Run 1, clock routing:
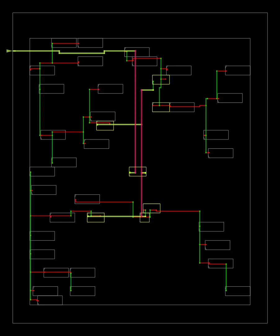
Run 1, logic cells by family:
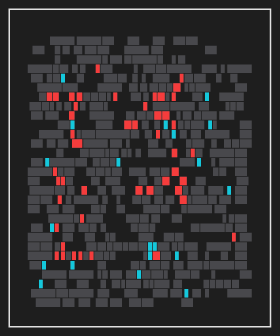
Run 1, metal 1:
Supply wires on this layer in gray.
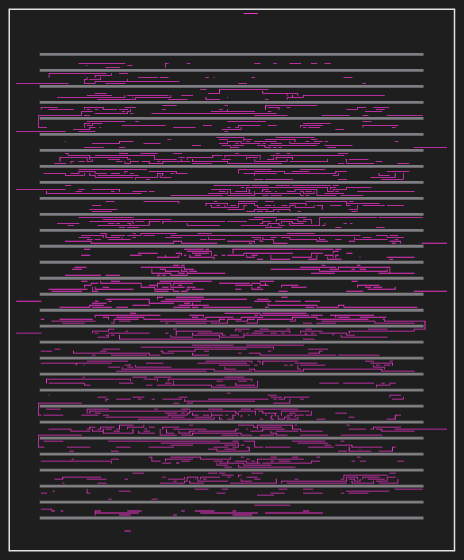
Run 1, pin placement:
Pins as bars across the die edge, other pins in gray.
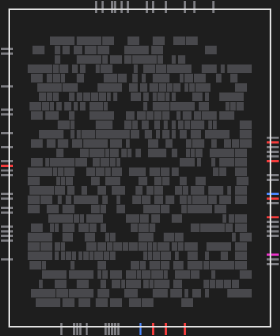
$ cat config.mk
export PLATFORM = sky130hd
export DESIGN_NAME = jk_ff_bank
export DESIGN_NICKNAME = d
export VERILOG_FILES = /design/src/rtl/jk_ff_bank.sv
export SDC_FILE = /design/constraint.sdc
export NUM_CORES = 1
export LEC_CHECK = 0
export ABC_CLOCK_PERIOD_IN_PS = 2900
export CORE_ASPECT_RATIO = 1.25
export CORE_MARGIN = 5
export CORE_UTILIZATION = 47
export CTS_CLUSTER_DIAMETER = 150
export DETAILED_ROUTE_END_ITERATION = 16
export PLACE_DENSITY_LB_ADDON = 0.08
export SLEW_MARGIN = 30
export SYNTH_ARGS = -nofsm -noshare
export SYNTH_HDL_FRONTEND = slang
export SYNTH_SLANG_ARGS = --single-unit
$ cat constraint.sdc
create_clock -name clk -period 2.9 [get_ports clk]
set_input_delay 0.435 -clock clk [delete_from_list [all_inputs] [get_ports clk]]
set_output_delay 0.435 -clock clk [all_outputs]
set_load 0.02 [all_outputs]
$ cat src/rtl/jk_ff_bank.sv
// WIDTH-bit bank of flip-flops with runtime-selectable JK/SR/D/T behaviour,
// synchronous load, sticky illegal-SR flags and a saturating change counter.
module jk_ff_bank #(
    parameter int               WIDTH   = 8,
    parameter logic [WIDTH-1:0] RST_VAL = '0,
    parameter int               CNT_W   = 8
) (
    input  logic             clk,
    input  logic             rst,
    input  logic             en,
    input  logic [1:0]       mode,
    input  logic [WIDTH-1:0] j,
    input  logic [WIDTH-1:0] k,
    input  logic             load,
    input  logic [WIDTH-1:0] load_val,
    input  logic             err_clr,
    output logic [WIDTH-1:0] q,
    output logic [WIDTH-1:0] qb,
    output logic [WIDTH-1:0] sr_err,
    output logic             sr_err_any,
    output logic             chg,
    output logic [CNT_W-1:0] chg_cnt
);

    localparam logic [1:0]       MODE_JK = 2'b00;
    localparam logic [1:0]       MODE_SR = 2'b01;
    localparam logic [1:0]       MODE_D  = 2'b10;
    localparam logic [CNT_W-1:0] CNT_MAX = '1;

    logic [WIDTH-1:0] q_reg, q_next;
    logic [WIDTH-1:0] qb_reg;
    logic [WIDTH-1:0] upd_q;
    logic [WIDTH-1:0] new_err;
    logic [WIDTH-1:0] sr_err_reg, sr_err_next;
    logic             chg_reg, chg_next;
    logic [CNT_W-1:0] cnt_reg, cnt_next;

    generate
        for (genvar gi = 0; gi < WIDTH; gi++) begin : g_bit
            logic bit_next;
            logic bit_err;

            always_comb begin
                bit_next = q_reg[gi];
                bit_err  = 1'b0;
                case (mode)
                    MODE_JK: begin
                        case ({j[gi], k[gi]})
                            2'b01:   bit_next = 1'b0;
                            2'b10:   bit_next = 1'b1;
                            2'b11:   bit_next = ~q_reg[gi];
                            default: bit_next = q_reg[gi];
                        endcase
                    end
                    MODE_SR: begin
                        // S=R=1 keeps the state and raises the error flag instead
                        case ({j[gi], k[gi]})
                            2'b01:   bit_next = 1'b0;
                            2'b10:   bit_next = 1'b1;
                            2'b11:   bit_err  = 1'b1;
                            default: bit_next = q_reg[gi];
                        endcase
                    end
                    MODE_D:  bit_next = j[gi];
                    default: bit_next = q_reg[gi] ^ j[gi];
                endcase
            end

            assign upd_q[gi]   = bit_next;
            assign new_err[gi] = bit_err;
        end
    endgenerate

    always_comb begin
        q_next = q_reg;
        if (load) begin
            q_next = load_val;
        end else if (en) begin
            q_next = upd_q;
        end
        // Errors only count on real update edges; a coincident clear loses to a new error
        sr_err_next = (err_clr ? '0 : sr_err_reg) | ((en && !load) ? new_err : '0);
        chg_next    = (q_next != q_reg);
        cnt_next    = cnt_reg;
        if (chg_next && (cnt_reg != CNT_MAX)) begin
            cnt_next = cnt_reg + 1'b1;
        end
    end

    always_ff @(posedge clk) begin
        if (rst) begin
            q_reg      <= RST_VAL;
            qb_reg     <= ~RST_VAL;
            sr_err_reg <= '0;
            chg_reg    <= 1'b0;
            cnt_reg    <= '0;
        end else begin
            q_reg      <= q_next;
            qb_reg     <= ~q_next;
            sr_err_reg <= sr_err_next;
            chg_reg    <= chg_next;
            cnt_reg    <= cnt_next;
        end
    end

    assign q          = q_reg;
    assign qb         = qb_reg;
    assign sr_err     = sr_err_reg;
    assign sr_err_any = |sr_err_reg;
    assign chg        = chg_reg;
    assign chg_cnt    = cnt_reg;

endmodule

==> results.toml, run 1 <==
# physical design summary
[outcome]
status = "finished clean"

[logic_synthesis]
synthCells = 327
synthXorXnorAreaFrac_pct = 5.21
netlist_area_um2 = 2520
yosysWarnings = 0
synth_nets = 375
ys_cells = 327
top_cells_by_area = "dfxtp_1 26%, ha_1 8.4%, a21oi_1 4.6%"
synthArstFlopShare_pct = 0
avgSynthCellArea_um2 = 7.71
logic_family = "AND-OR/OR-AND gates"
yosys.stat.seqShare_pct = 26.2
ys_area_um2 = 2520
top_cell = "dfxtp_1"
top_area_cell = "dfxtp_1"
synth-edff-count = 0
ys.flop_type = "dfxtp_1"
yosys-mux-area-fraction_pct = 5.21
ys_sh_simple_pct = 22.8
yosys.area.top_type_share_pct = 26.2
yosysUniqueCellTypes = 53
yosys-top-cells-count = "33 x dfxtp_1, 30 x nor2_1, 24 x nand2_1"
ys_sh_aoi_pct = 24.6

[power]
power_frac_clock_pct = 29.4
power_clock_uw = 361
p_switching_uw = 387
combinationalPowerShare_pct = 29.7
powerSeq_uw = 503
p_int_uw = 842
ir_worst_vdd_mv = 0.245
cellLeakagePower_nw = 1.37
sequentialPowerShare_pct = 40.9
power_density_nw_per_um2 = 366
p_total_mw = 1.23
power-top-group = "registers"
p_comb_uw = 365

[layout]
fillers = 471
nMultiInputCombCells = 253
antenna_cells = 0
fin_cells = 456
comb_area_share_pct = 49.8
nonClkBufAreaFrac_pct = 23.3
fin_nets = 442
stdcell_area_um2 = 3360
layout-drive-gt1-share_pct = 8.88
areaGrowthSynthToFinish_pct = 33.1
seq_share_pct = 19.7
logic_area_um2 = 1670
area.sequential_um2 = 661
layout_top_cells = "64 x clkdlybuf4s50_1, 33 x dfxtp_1, 30 x nor2_1"
area_dominant_class = "multi-input combinational cells"
clockNetworkAreaShare_pct = 2.68
fin_util_pct = 65.1
layout_top_cell = "clkdlybuf4s50_1"
inverters = 20
buffers = 81

[floorplanning]
boundaryPins = 65
die_area_um2 = 6940
dieHeight_um = 91.9
std_cell_rows = 29
core_area_um2 = 5150
fp_util_pct = 48.9
taps = 62
die_w_um = 75.5

[sta]
clock.fmax_mhz = 383
fin_crit_ps = 2610
timing.final.ws_setup_ps = 289
setup_tns_ps = 0
slew_headroom_pct = 67.4
whs_ps = 532
tightest_slew_ps = 477
final_max_slew_viol_count = 0
period_used_pct = 90.1
rsz0062_at_grt = "no"
setup_viol = 0
hold_violations = 0

[min_path]
holdCritStartpoint = "chg_cnt[2]"
holdPathEnd = "chg_cnt[2]"
hp-class = "register to register"

[cts]
cts_tree = "yes"
cts.path.max_buffers = 2
post-cts-setup-buffer-count = 0
cts_inserted_buffers = 5
cts_resized = 0
clock-sinks = 33
ctsHoldBuffers = 0
cts.clk_slew.worst_paths_ps = 70
insertion_delay_ps = 290
htreeDepth = 2

[setup_path]
r2r_setup_slack_ps = 480
slowest_delay_ps = 540
crit_type = "input port to register"
cp.depth = 8
path_max_fanout = 8
cp-start-kind = "input port"
crit_buf_inv = 1
r2r-start = "q[5]"
crit_path_end_kind = "register"
slowest_stage = "clkdlybuf4s50_1"
cp.required_ps = 3080
critPathLaunch = "j[0]"
endpoint = "chg_cnt[3]"
path_cells = "clkdlybuf4s50_1 > a22oi_1 > a21boi_0 > o41ai_1 > o2111ai_1 > o32ai_4 > nor3_1 > mux2_1"
ff2ff_path_depth = 6
cpLargestDelayFamily = "AND-OR/OR-AND gates"
cp.arrival_ps = 2790
rr_endpoint = "chg_cnt[3]"

[placement]
pre_cts_ws_ps = -61.2
place_hpwl_mm = 5.39
placedCellCount = 449
gp_congestion = 1.00
io_buffers = 64
place_area_um2 = 3270

[global_route]
grt.busiest_layer = "met2"
grt_pass1_wl_mm = 11.5
grt_overflow = 0
track_usage_pct = 21.2
antenna_found_initial = 0
met3_usage_pct = 5.03
grt_max_degree = 24
use_met1_pct = 26.8

[routing]
top_layer = "met4"
wire_per_inst_um = 15.2
drt-met1-wl_mm = 3.07
final_antenna_net_count = 0
routed_wl_mm = 6.92
wl_met3_um = 391
met2_length_mm = 3.33
dr.pass1.iters = 5
drtIter0Drc = 129
vias_per_cell = 5.50
drcViolationCount = 0
vias = 2507

[run]
warnings = 34
max_cap_viol_count = 0
Back to the opening pictures, 'clock routing':
final sequential cell count: 33
Layout Skew: 5.79 ps
Layout clock buffers: 6

Back to the opening pictures, 'logic cells by family':
legend:
  nand cells:
    color: red
    cells: 46
    most_used: nand2_1
  inv cells:
    color: cyan
    cells: 20
    most_used: inv_1

Back to the opening pictures, 'metal 1':
nets with wire on the layer: 389
share of all routed wire: 44%
longest straight run: 32.2 um
main direction: horizontal

Back to the opening pictures, 'pin placement':
legend:
  `mode`:
    color: blue
    pins: 2
    direction: input
    edge: 1 east, 1 south
  `err_clr`:
    color: magenta
    pins: 1
    direction: input
    edge: east
  `k`:
    color: red
    pins: 8
    direction: input
    edge: 4 east, 3 south, 1 west

Run 1, supply network:
Pins as bars on the die edge.
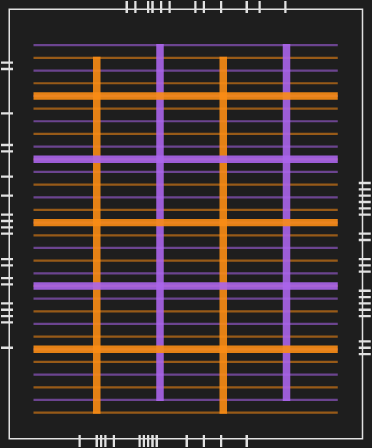

## Run 2: what changed since run 1
--- a/config.mk
+++ b/config.mk
@@ -6,9 +6,11 @@
 export NUM_CORES = 1
 export LEC_CHECK = 0
 export ABC_CLOCK_PERIOD_IN_PS = 2900
+export CELL_PAD_IN_SITES_DETAIL_PLACEMENT = 1
+export CELL_PAD_IN_SITES_GLOBAL_PLACEMENT = 1
 export CORE_ASPECT_RATIO = 1.25
 export CORE_MARGIN = 5
-export CORE_UTILIZATION = 47
+export CORE_UTILIZATION = 36
 export CTS_CLUSTER_DIAMETER = 150
 export DETAILED_ROUTE_END_ITERATION = 16
 export PLACE_DENSITY_LB_ADDON = 0.08
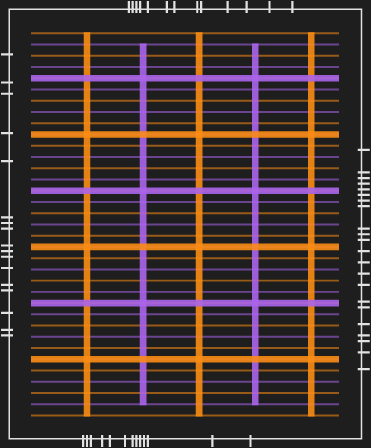
Run 2: supply network
Pins as bars on the die edge.
legend:
  VDD:
    color: purple
  VSS:
    color: orange
met4 straps: 5
met1 rails: 35
met5 straps: 6
signal pins: 65
rows: 34

==> run 2 against run 1 <==
  * Via count up 4.7%
  * Final area rose by 3.1%
  * Worst setup slack got worse by 100 ps
  * Area after synthesis is the same
  * First-iteration DRC count is 33% lower
  * Global-route usage shrank 2.4 points
  * Largest power group unchanged
==> results.toml, run 2 <==
# physical design summary
[sta]
slew_headroom_pct = 69.8
period_used_pct = 93.5
finClkSkew_ps = 3.90
rsz0062_at_grt = "no"
clock.fmax_mhz = 369
setup_viol = 0
timing.final.ws_setup_ps = 189
setup_tns_ps = 0
hold_violations = 0

[run]
max_cap_viol_count = 0

[power]
p_total_mw = 1.24
power_density_nw_per_um2 = 359
power-top-group = "registers"
sequentialPowerShare_pct = 40.1
cellLeakagePower_nw = 1.43

[floorplanning]
die_w_um = 84.9
fp_util_pct = 36.6
dieHeight_um = 104

[routing]
drt-met1-wl_mm = 3.74
drtIter0Drc = 87
final_antenna_net_count = 0
dr.pass1.iters = 4
top_layer = "met4"
wl_met3_um = 293

[setup_path]
cp-start-kind = "input port"
path_max_fanout = 8
slowest_stage = "clkdlybuf4s50_1"
slowest_delay_ps = 550
crit_path_end_kind = "register"

[outcome]
status = "finished clean"

[cts]
ctsHoldBuffers = 0
insertion_delay_ps = 280
cts_resized = 0
cts_tree = "yes"
cts.clk_slew.worst_paths_ps = 70
cts_inserted_buffers = 5

[layout]
layout_top_cells = "64 x clkdlybuf4s50_1, 33 x dfxtp_1, 30 x nor2_1"
fin_util_pct = 50.2
stdcell_area_um2 = 3460
seq_share_pct = 19.1
ff_count = 33
clockNetworkAreaShare_pct = 2.39
buffers = 93
antenna_cells = 0
areaGrowthSynthToFinish_pct = 37.3
nMultiInputCombCells = 253
layout_top_cell = "clkdlybuf4s50_1"
layout-drive-gt1-share_pct = 11.5
comb_area_share_pct = 48.3

[logic_synthesis]
yosysUniqueCellTypes = 53
yosys-mux-area-fraction_pct = 5.21
top_area_cell = "dfxtp_1"
netlist_area_um2 = 2520
ys_sh_simple_pct = 22.8
top_cell = "dfxtp_1"
synthXorXnorAreaFrac_pct = 5.21

[min_path]
holdCritStartpoint = "chg_cnt[2]"
hp-class = "register to register"

[global_route]
track_usage_pct = 18.8
grt_pass1_wl_mm = 13.5
met3_usage_pct = 3.49
antenna_found_initial = 0

[placement]
placedCellCount = 489
place_area_um2 = 3380
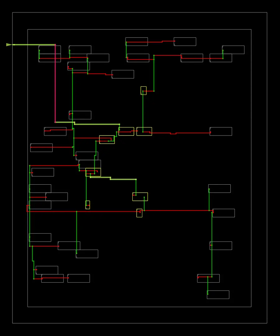
Run 2: clock routing
CTS Sinks: 33
Clk power: 351 uW

Power is estimated from default activity; no workload was simulated.
